run_1/layer_met1.png
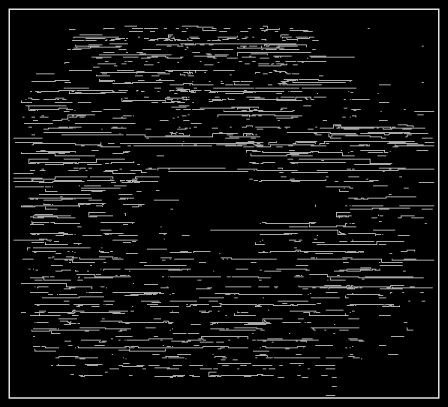
run_1/layer_met2.png
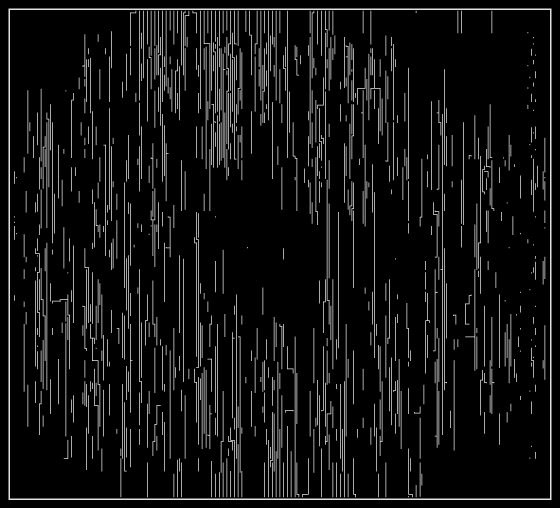
run_1/layer_met3.png
The bar under the picture is 50 µm long. Cells faint in the background.
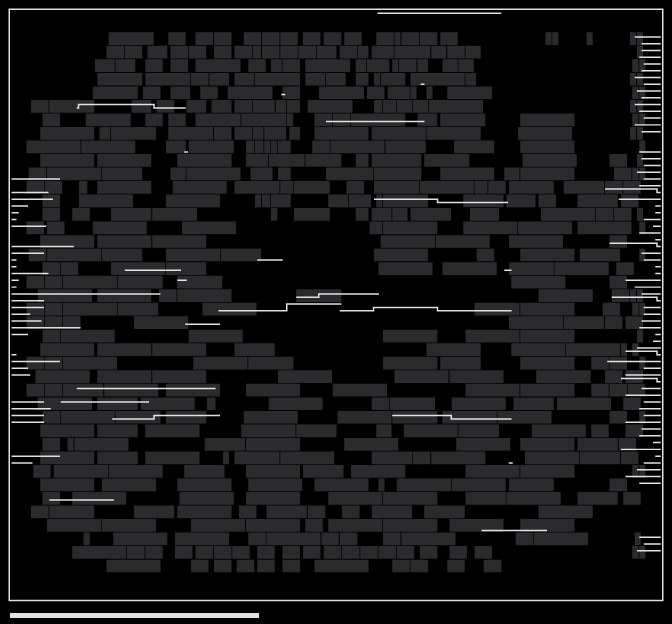
<file path="config.mk">
export PLATFORM = sky130hd
export DESIGN_NAME = mbox_transmit_flat
export DESIGN_NICKNAME = d
export VERILOG_FILES = /design/src/rtl/xctcmsg_pkg.sv /design/src/rtl/mbox_transmit_if.sv /design/src/rtl/mbox_transmit_msg_fifo.sv /design/src/rtl/mbox_transmit.sv /design/src/flat_wrapper.sv
export SDC_FILE = /design/constraint.sdc
export NUM_CORES = 1
export LEC_CHECK = 0
export ABC_CLOCK_PERIOD_IN_PS = 3400
export CAP_MARGIN = 40
export CORE_ASPECT_RATIO = 0.9
export CORE_MARGIN = 3
export CORE_UTILIZATION = 48
export CTS_BUF_LIST = sky130_fd_sc_hd__clkbuf_16
export DETAILED_ROUTE_END_ITERATION = 8
export PLACE_DENSITY = 0.91
export SLEW_MARGIN = 0
export SYNTH_ARGS = -nofsm -noshare
export SYNTH_HDL_FRONTEND = slang
export SYNTH_SLANG_ARGS = --single-unit
</file>
<file path="constraint.sdc">
create_clock -name clk -period 3.4 [get_ports clk]
set_input_delay 0.85 -clock clk [delete_from_list [all_inputs] [get_ports clk]]
set_output_delay 0.85 -clock clk [all_outputs]
set_load 0.01 [all_outputs]
</file>
<file path="src/rtl/xctcmsg_pkg.sv">
// Shared types for the xctcmsg messaging unit: message payloads, send requests,
// completion records and commit-safety queries.
package xctcmsg_pkg;

  localparam int NODE_ID_W = 4;
  localparam int REG_W     = 5;
  localparam int GL_W      = 8;

  typedef logic [NODE_ID_W-1:0] node_id_t;
  typedef logic [31:0]          message_t;
  typedef logic [REG_W-1:0]     reg_idx_t;

  typedef struct packed {
    logic [GL_W-1:0] gl_index;
  } passthrough_t;

  typedef struct packed {
    message_t     message;
    node_id_t     destination;
    reg_idx_t     rd;
    passthrough_t passthrough;
  } send_queue_data_t;

  typedef struct packed {
    node_id_t destination;
    message_t message;
  } outgoing_entry_t;

  typedef struct packed {
    node_id_t destination;
    message_t message;
  } interface_transmit_data_t;

  typedef struct packed {
    message_t message;
  } interface_receive_data_t;

  typedef struct packed {
    logic [31:0]  value;
    reg_idx_t     rd;
    passthrough_t passthrough;
  } writeback_arbiter_data_t;

  typedef struct packed {
    logic [GL_W-1:0] gl_index;
  } commit_safety_request_t;

endpackage

</file>
<file path="src/rtl/mbox_transmit_if.sv">
// Handshake bundle around the transmit unit: send queue in, writeback completion,
// network interface and loopback outputs. master = transmit side.
interface mbox_transmit_if;
  import xctcmsg_pkg::*;

  logic                     send_queue_transmit_valid;
  logic                     transmit_send_queue_ready;
  send_queue_data_t         send_queue_transmit_data;

  logic                     transmit_writeback_arbiter_valid;
  logic                     writeback_arbiter_transmit_acknowledge;
  writeback_arbiter_data_t  transmit_writeback_arbiter_data;

  logic                     transmit_interface_valid;
  logic                     interface_transmit_ready;
  interface_transmit_data_t transmit_interface_data;

  logic                     transmit_loopback_valid;
  logic                     loopback_transmit_ready;
  interface_receive_data_t  transmit_loopback_data;

  modport master (
    input  send_queue_transmit_valid, send_queue_transmit_data,
           writeback_arbiter_transmit_acknowledge,
           interface_transmit_ready, loopback_transmit_ready,
    output transmit_send_queue_ready,
           transmit_writeback_arbiter_valid, transmit_writeback_arbiter_data,
           transmit_interface_valid, transmit_interface_data,
           transmit_loopback_valid, transmit_loopback_data
  );

  modport slave (
    output send_queue_transmit_valid, send_queue_transmit_data,
           writeback_arbiter_transmit_acknowledge,
           interface_transmit_ready, loopback_transmit_ready,
    input  transmit_send_queue_ready,
           transmit_writeback_arbiter_valid, transmit_writeback_arbiter_data,
           transmit_interface_valid, transmit_interface_data,
           transmit_loopback_valid, transmit_loopback_data
  );

endinterface

</file>
<file path="src/rtl/mbox_transmit_msg_fifo.sv">
// Generic SIZE-deep FIFO with registered head/tail pointers; SIZE need not be a
// power of two, so pointers wrap explicitly at SIZE-1.
module msg_fifo #(
  parameter type T    = logic,
  parameter int  SIZE = 4
) (
  input  logic clk,
  input  logic rst_n,
  input  logic push,
  input  T     push_data,
  input  logic pop,
  output T     head,
  output logic full,
  output logic empty
);

  localparam int PTR_W = (SIZE > 1) ? $clog2(SIZE) : 1;
  localparam int CNT_W = $clog2(SIZE + 1);

  T                 mem [SIZE];
  logic [PTR_W-1:0] head_ptr;
  logic [PTR_W-1:0] tail_ptr;
  logic [CNT_W-1:0] count;
  logic             do_push;
  logic             do_pop;

  function automatic logic [PTR_W-1:0] next_ptr(input logic [PTR_W-1:0] p);
    return (p == PTR_W'(SIZE - 1)) ? '0 : p + 1'b1;
  endfunction

  assign full    = (count == CNT_W'(SIZE));
  assign empty   = (count == '0);
  assign do_push = push && !full;
  assign do_pop  = pop && !empty;
  assign head    = mem[head_ptr];

  always_ff @(posedge clk or negedge rst_n) begin
    if (!rst_n) begin
      head_ptr <= '0;
      tail_ptr <= '0;
      count    <= '0;
    end else begin
      if (do_push) tail_ptr <= next_ptr(tail_ptr);
      if (do_pop)  head_ptr <= next_ptr(head_ptr);
      if (do_push && !do_pop)      count <= count + 1'b1;
      else if (!do_push && do_pop) count <= count - 1'b1;
    end
  end

  // Storage needs no reset: nothing is visible while count is zero.
  always_ff @(posedge clk) begin
    if (do_push) mem[tail_ptr] <= push_data;
  end

endmodule

</file>
<file path="src/rtl/mbox_transmit.sv">
// Transmit side of xctcmsg: buffers committed sends, routes each to the network
// or to loopback by destination, and reports completion to the writeback arbiter.
import xctcmsg_pkg::*;

module mbox_transmit #(
  parameter int SIZE   = 4,
  parameter int NODE_W = NODE_ID_W
) (
  input  logic                   clk,
  input  logic                   rst_n,
  input  logic                   flush,
  input  logic [NODE_W-1:0]      local_node_id,
  mbox_transmit_if.master        bus,
  output commit_safety_request_t transmit_csu_request,
  input  logic                   csu_transmit_grant
);

  outgoing_entry_t         push_entry;
  outgoing_entry_t         head_entry;
  logic                    fifo_full;
  logic                    fifo_empty;
  logic                    push;
  logic                    pop;
  logic                    head_is_local;
  logic                    wb_valid;
  writeback_arbiter_data_t wb_data;

  // Accept only granted requests, with room in the FIFO and a free completion slot.
  assign bus.transmit_send_queue_ready = csu_transmit_grant && !flush && !fifo_full &&
                                         (!wb_valid || bus.writeback_arbiter_transmit_acknowledge);
  assign push = bus.send_queue_transmit_valid && bus.transmit_send_queue_ready;

  assign push_entry.destination = bus.send_queue_transmit_data.destination;
  assign push_entry.message     = bus.send_queue_transmit_data.message;

  msg_fifo #(
    .T    (outgoing_entry_t),
    .SIZE (SIZE)
  ) u_fifo (
    .clk       (clk),
    .rst_n     (rst_n),
    .push      (push),
    .push_data (push_entry),
    .pop       (pop),
    .head      (head_entry),
    .full      (fifo_full),
    .empty     (fifo_empty)
  );

  assign head_is_local = (head_entry.destination == NODE_ID_W'(local_node_id));

  assign bus.transmit_interface_valid = !fifo_empty && !head_is_local;
  assign bus.transmit_loopback_valid  = !fifo_empty && head_is_local;
  assign bus.transmit_interface_data.destination = head_entry.destination;
  assign bus.transmit_interface_data.message     = head_entry.message;
  assign bus.transmit_loopback_data.message      = head_entry.message;

  assign pop = (bus.transmit_interface_valid && bus.interface_transmit_ready) ||
               (bus.transmit_loopback_valid  && bus.loopback_transmit_ready);

  // A new completion overrides a same-cycle acknowledge; flush drops a pending one.
  always_ff @(posedge clk or negedge rst_n) begin
    if (!rst_n) begin
      wb_valid <= 1'b0;
      wb_data  <= '0;
    end else if (push) begin
      wb_valid            <= 1'b1;
      wb_data.value       <= 32'd1;
      wb_data.rd          <= bus.send_queue_transmit_data.rd;
      wb_data.passthrough <= bus.send_queue_transmit_data.passthrough;
    end else if (flush || bus.writeback_arbiter_transmit_acknowledge) begin
      wb_valid <= 1'b0;
    end
  end

  assign bus.transmit_writeback_arbiter_valid = wb_valid;
  assign bus.transmit_writeback_arbiter_data  = wb_data;

`ifdef XCTCMSG_SARGANTANA
  assign transmit_csu_request.gl_index = bus.send_queue_transmit_data.passthrough.gl_index;
`else
  assign transmit_csu_request = '0;
`endif

endmodule

</file>
<file path="src/flat_wrapper.sv">
// flat-port wrapper written by rule: the top's interface ports become plain ports
module mbox_transmit_flat 
#(
  parameter int SIZE   = 4,
  parameter int NODE_W = NODE_ID_W
)
  (clk, rst_n, flush, local_node_id, transmit_csu_request, csu_transmit_grant, bus_send_queue_transmit_valid, bus_send_queue_transmit_data, bus_writeback_arbiter_transmit_acknowledge, bus_interface_transmit_ready, bus_loopback_transmit_ready, bus_transmit_send_queue_ready, bus_transmit_writeback_arbiter_valid, bus_transmit_writeback_arbiter_data, bus_transmit_interface_valid, bus_transmit_interface_data, bus_transmit_loopback_valid, bus_transmit_loopback_data);
  mbox_transmit_if bus_i ();
  input  logic clk;
  input  logic rst_n;
  input  logic flush;
  input  logic [NODE_W-1:0] local_node_id;
  output commit_safety_request_t transmit_csu_request;
  input  logic csu_transmit_grant;
  input wire logic [$bits(bus_i.send_queue_transmit_valid)-1:0] bus_send_queue_transmit_valid;
  input wire logic [$bits(bus_i.send_queue_transmit_data)-1:0] bus_send_queue_transmit_data;
  input wire logic [$bits(bus_i.writeback_arbiter_transmit_acknowledge)-1:0] bus_writeback_arbiter_transmit_acknowledge;
  input wire logic [$bits(bus_i.interface_transmit_ready)-1:0] bus_interface_transmit_ready;
  input wire logic [$bits(bus_i.loopback_transmit_ready)-1:0] bus_loopback_transmit_ready;
  output wire logic [$bits(bus_i.transmit_send_queue_ready)-1:0] bus_transmit_send_queue_ready;
  output wire logic [$bits(bus_i.transmit_writeback_arbiter_valid)-1:0] bus_transmit_writeback_arbiter_valid;
  output wire logic [$bits(bus_i.transmit_writeback_arbiter_data)-1:0] bus_transmit_writeback_arbiter_data;
  output wire logic [$bits(bus_i.transmit_interface_valid)-1:0] bus_transmit_interface_valid;
  output wire logic [$bits(bus_i.transmit_interface_data)-1:0] bus_transmit_interface_data;
  output wire logic [$bits(bus_i.transmit_loopback_valid)-1:0] bus_transmit_loopback_valid;
  output wire logic [$bits(bus_i.transmit_loopback_data)-1:0] bus_transmit_loopback_data;
  assign bus_i.send_queue_transmit_valid = bus_send_queue_transmit_valid;
  assign bus_i.send_queue_transmit_data = bus_send_queue_transmit_data;
  assign bus_i.writeback_arbiter_transmit_acknowledge = bus_writeback_arbiter_transmit_acknowledge;
  assign bus_i.interface_transmit_ready = bus_interface_transmit_ready;
  assign bus_i.loopback_transmit_ready = bus_loopback_transmit_ready;
  assign bus_transmit_send_queue_ready = bus_i.transmit_send_queue_ready;
  assign bus_transmit_writeback_arbiter_valid = bus_i.transmit_writeback_arbiter_valid;
  assign bus_transmit_writeback_arbiter_data = bus_i.transmit_writeback_arbiter_data;
  assign bus_transmit_interface_valid = bus_i.transmit_interface_valid;
  assign bus_transmit_interface_data = bus_i.transmit_interface_data;
  assign bus_transmit_loopback_valid = bus_i.transmit_loopback_valid;
  assign bus_transmit_loopback_data = bus_i.transmit_loopback_data;
  mbox_transmit #(.SIZE(SIZE), .NODE_W(NODE_W)) u_core (.clk(clk), .rst_n(rst_n), .flush(flush), .local_node_id(local_node_id), .bus(bus_i), .transmit_csu_request(transmit_csu_request), .csu_transmit_grant(csu_transmit_grant));
endmodule
</file>
==> tab_implementation.tex, run 1 <==
% Auto-generated results table
\begin{tabular}{lr}
\hline
Metric & Value \\
\hline
\multicolumn{2}{l}{\textbf{Status}} \\
\quad Status & complete, no violations \\
\multicolumn{2}{l}{\textbf{Timing}} \\
\quad Worst Setup Slack, final & about 220 ps \\
\quad Final setup violation count & 0 \\
\multicolumn{2}{l}{\textbf{Logic synthesis}} \\
\quad Largest cells by area after synthesis & sky130\_fd\_sc\_hd\_\_edfxtp\_1 64\%, sky130\_fd\_sc\_hd\_\_mux4\_2 12\%, sky130\_fd\_sc\_hd\_\_dfrtp\_1 8.1\%, sky130\_fd\_sc\_hd\_\_buf\_4 7.9\%, sky130\_fd\_sc\_hd\_\_mux2\_2 2.3\% \\
\quad Top-area cell share & 63.9\% \\
\quad Yosys warning tally & 0 \\
\quad Area reported by Yosys stat & 0.00677 mm² \\
\quad Main combinational cell family by area after synthesis & multiplexers \\
\quad Multiplexer area fraction after synthesis & 14.8\% \\
\multicolumn{2}{l}{\textbf{Routing}} \\
\quad Drt via density & 4.91 \\
\quad Number of iterations in the first detailed-routing pass & 4 \\
\quad First-iteration detailed-routing DRC count & roughly 240 \\
\multicolumn{2}{l}{\textbf{Global routing}} \\
\quad Global-route met1 utilization & 19.5\% \\
\multicolumn{2}{l}{\textbf{Final layout}} \\
\quad Combinational gate area & between 0.001 and 0.0015 mm² \\
\quad Final-layout non-clock buffer area share & 18.4\% \\
\quad Number of non-clock buffers & 158 \\
\quad Fraction of standard cell area in multi-input logic & 16.5\% \\
\quad Number of nets at the end of the flow & 546 \\
\quad Largest cell class by area & sequential cells \\
\multicolumn{2}{l}{\textbf{Place}} \\
\quad Port buffer count & 146 \\
\quad HPWL after detailed placement & 8100 µm \\
\quad Setup Slack @ Placement & 96.9 ps \\
\multicolumn{2}{l}{\textbf{Clock network}} \\
\quad Number of clock sinks & 166 \\
\quad Skew-Pair Late Insertion Delay & about 420 ps \\
\multicolumn{2}{l}{\textbf{Power and ir drop}} \\
\quad Reported sequential group power & $\sim$2500 µW \\
\multicolumn{2}{l}{\textbf{Setup path}} \\
\quad Required time worst endpoint & approximately 2600 ps \\
\quad Maximum cell stage delay along the critical path & 590 ps \\
\quad Critical Path Start & u\_core.u\_fifo.head\_ptr[0] \\
\multicolumn{2}{l}{\textbf{Floorplan}} \\
\quad Core Footprint & around 0.014 mm² \\
\hline
\end{tabular}
Back to the opening pictures, layer_met1.png:
461 nets have wire on it. The layer holds 40% of the routed length. The layer carries 4880 µm of wire. The longest straight run is 40.9 µm. The wires run mostly horizontal.

Back to the opening pictures, layer_met2.png:
The layer holds 52% of the routed length. The wires run mostly vertical. 519 nets have wire on it. The longest straight run is 77.9 µm. The layer carries 6440 µm of wire.

Back to the opening pictures, layer_met3.png:
106 nets have wire on it. The longest straight run is 29.7 µm. The layer holds 6.5% of the routed length. The wires run mostly horizontal. The layer carries 794 µm of wire.
M3 GR Usage: 5.57%
sum of routed wire length over all layers: 12300 µm

run 1: sequential cells by signal (all words and copies together) (netlist names):
| name | cells |
|---|---|
| u_core.bus.transmit_writeback_arbiter_valid | 1 |
| u_core.u_fifo.mem | 144 |
| u_core.u_fifo.tail_ptr | 2 |
| u_core.u_fifo.head_ptr | 2 |
| u_core.u_fifo.count | 3 |
| u_core.bus.transmit_writeback_arbiter_data | 14 |
run 1: per-layer routing:
layer	routed length, µm	vias up
li1	-	1489
met1	4880	1704
met2	6440	133
met3	793	15
met4	187	0
met5	0	-
run 1: critical path, delay by kind of cell, from the launching register on:
kind	cells	cell delay [ps]
flip-flops	1	460
buffers and inverters	2	860
multiplexers	1	590
run_1/congestion.png
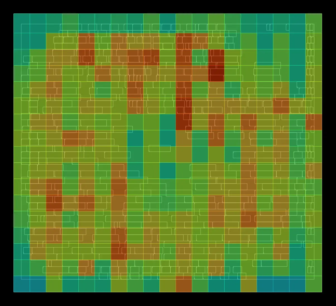

==> inputs of run 2 (changes only) <==
--- a/config.mk
+++ b/config.mk
@@ -10,8 +10,8 @@
 export CORE_ASPECT_RATIO = 0.9
 export CORE_MARGIN = 3
 export CORE_UTILIZATION = 48
-export CTS_BUF_LIST = sky130_fd_sc_hd__clkbuf_16
 export DETAILED_ROUTE_END_ITERATION = 8
+export MAX_ROUTING_LAYER = met4
 export PLACE_DENSITY = 0.91
 export SLEW_MARGIN = 0
 export SYNTH_ARGS = -nofsm -noshare
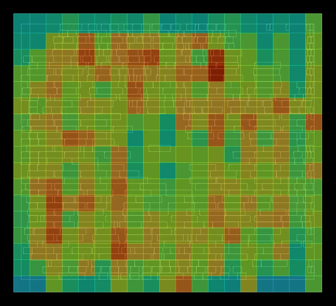
run_2/congestion.png
DR WL/cell: 18.1 µm
grt met2 use: 28.6%
busiest layer in global routing: met2

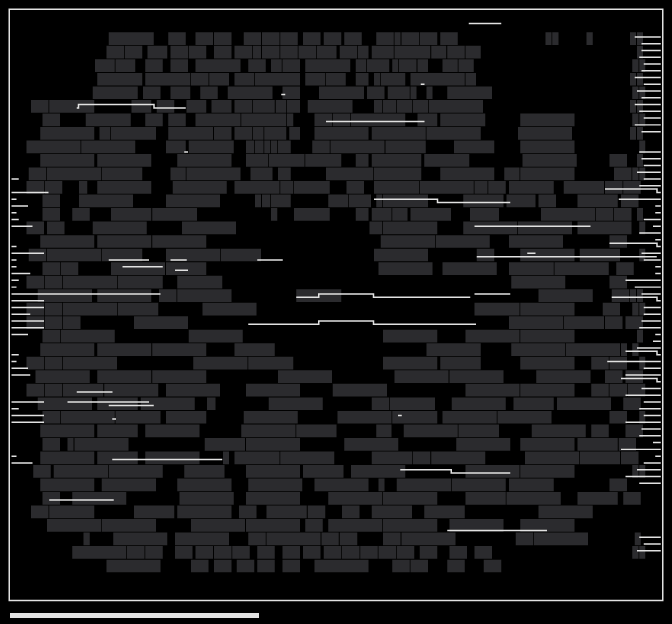
run_2/layer_met3.png
The bar under the picture is 50 µm long. Cells faint in the background.
109 nets have wire on it. The wires run mostly horizontal.

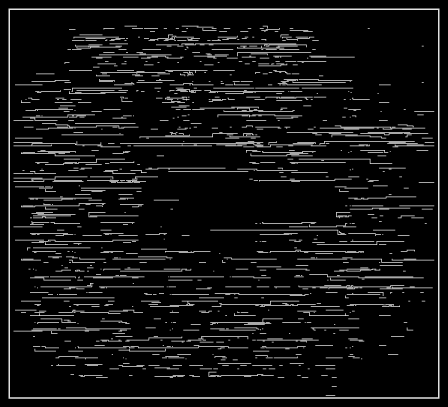
run_2/layer_met1.png
468 nets have wire on it. The layer carries 4910 µm of wire. The layer holds 40% of the routed length. The wires run mostly horizontal.
vias after detailed routing: 3334
global-route met1 utilization: 20.0%
sum of routed wire length over all layers: 12300 µm

==> tab_implementation.tex, run 2 <==
% Auto-generated results table
\begin{tabular}{lr}
\hline
Metric & Value \\
\hline
\multicolumn{2}{l}{\textbf{Status}} \\
\quad Status & complete, no violations \\
\multicolumn{2}{l}{\textbf{Final layout}} \\
\quad Final instance count without filler cells & 680 \\
\quad Number of nets at the end of the flow & 546 (unchanged) \\
\quad Final Core Density & 65.1\% \\
\quad Number of flip-flops under the largest register name & 144 (unchanged) \\
\quad Largest register by flop count & u\_core.u\_fifo.mem \\
\multicolumn{2}{l}{\textbf{Timing}} \\
\quad Unrepaired setup endpoints after global routing & false \\
\quad Worst Setup Slack, final & 218 ps (+1.07 ps) \\
\quad Post-layout min period & 3180 ps \\
\quad Final setup violation count & 0 (unchanged) \\
\quad Hold WS & between 400 and 500 ps \\
\quad Pins over their slew limit & 0 \\
\quad Final worst path period share & 93.6\% \\
\multicolumn{2}{l}{\textbf{Routing}} \\
\quad Antenna Violating Nets Remaining & 0 \\
\quad Number of iterations in the first detailed-routing pass & 4 (unchanged) \\
\quad Top layer used by detailed routing & met4 \\
\quad First-iteration detailed-routing DRC count & 238 (-1.7\%) \\
\quad Drt via density & 4.90 (-0.21\%) \\
\quad Met2 routed WL & 6480 µm (+0.68\%) \\
\quad DR WL met3 & 775 µm (-2.3\%) \\
\quad Routed metal-1 wirelength & 4910 µm (+0.55\%) \\
\multicolumn{2}{l}{\textbf{Floorplan}} \\
\quad Horiz. Die Dim & 131 µm \\
\quad Core Footprint & 0.0136 mm² (unchanged) \\
\multicolumn{2}{l}{\textbf{Logic synthesis}} \\
\quad Yosys warning tally & 0 (unchanged) \\
\quad Largest cells by area after synthesis & sky130\_fd\_sc\_hd\_\_edfxtp\_1 64\%, sky130\_fd\_sc\_hd\_\_mux4\_2 12\%, sky130\_fd\_sc\_hd\_\_dfrtp\_1 8.1\%, sky130\_fd\_sc\_hd\_\_buf\_4 7.9\%, sky130\_fd\_sc\_hd\_\_mux2\_2 2.3\% \\
\quad Multiplexer area fraction after synthesis & 14.8\% (unchanged) \\
\quad Number of synthesized register bits & between 150 and 200 \\
\quad XOR-XNOR Cells, Area Fraction & less than 1\% \\
\quad Main combinational cell family by area after synthesis & multiplexers \\
\quad Fraction of the mapped netlist area in adder cells & under 10\% \\
\quad Most repeated cell in the gate-level netlist after synthesis & sky130\_fd\_sc\_hd\_\_edfxtp\_1 \\
\quad Top-area cell share & 63.9\% (unchanged) \\
\quad Area reported by Yosys stat & 0.00677 mm² (unchanged) \\
\multicolumn{2}{l}{\textbf{Global routing}} \\
\quad Combined global-route utilization of all metal layers & 17.2\% \\
\quad M3 GR Usage & 5.15\% (-0.43 points) \\
\multicolumn{2}{l}{\textbf{Setup path}} \\
\quad Worst r2r src & u\_core.u\_fifo.head\_ptr[0] \\
\quad Crit. path cell count & 3 (unchanged) \\
\quad Maximum cell stage delay along the critical path & 590 ps (about the same) \\
\quad Required time worst endpoint & 2550 ps (about the same) \\
\quad Buf/Inv on CP & 2 (unchanged) \\
\quad Crit path max-delay family & buffers and inverters \\
\quad Critical Path Start & u\_core.u\_fifo.head\_ptr[0] \\
\multicolumn{2}{l}{\textbf{Clock network}} \\
\quad Skew-Pair Late Insertion Delay & 420 ps (about the same) \\
\quad Number of buffers added by the clock tree synthesis step & 17 \\
\quad Number of clock sinks & 166 (unchanged) \\
\quad Root buffer cell & sky130\_fd\_sc\_hd\_\_clkbuf\_16 \\
\multicolumn{2}{l}{\textbf{Place}} \\
\quad Setup Slack @ Placement & 96.9 ps (unchanged) \\
\quad HPWL after detailed placement & 8100 µm (unchanged) \\
\quad Port buffer count & 146 (unchanged) \\
\multicolumn{2}{l}{\textbf{Min path}} \\
\quad Startpoint of the lowest-slack hold path & u\_core.bus.transmit\_writeback\_arbiter\_data[13] \\
\hline
\end{tabular}
==> run 2: layout make-up <==
cell class / instances / area (µm²) / share of cell area [%]
clock buffers: 17 / 425 / 4.82
clock inverters: 15 / 185 / 2.10
inverters: 6 / 22.5 / 0.255
multi-input cells: 129 / 1460 / 16.5
flip-flops and latches: 166 / 4880 / 55.2
well taps: 189 / 236 / 2.68
repair buffers: 158 / 1630 / 18.4
==> run 2: logic make-up (layout without fill, tap and decap cells) <==
group,Yosys count,after routing
compound gates,3,3
xor+xnor,7,7
fa+ha+maj,7,7
buf+inv,86,196
flops,166,166
mux,53,53
other cells,1,39
simple gates,20,20
==> run 2: power by group <==
part           switching [µW]  leakage [µW]  internal (µW)
Clock                     726      0.000301           1220
Sequential                116       0.00156           2420
Combinational            1060       0.00126           1490
Power is estimated from default activity; no workload was simulated.
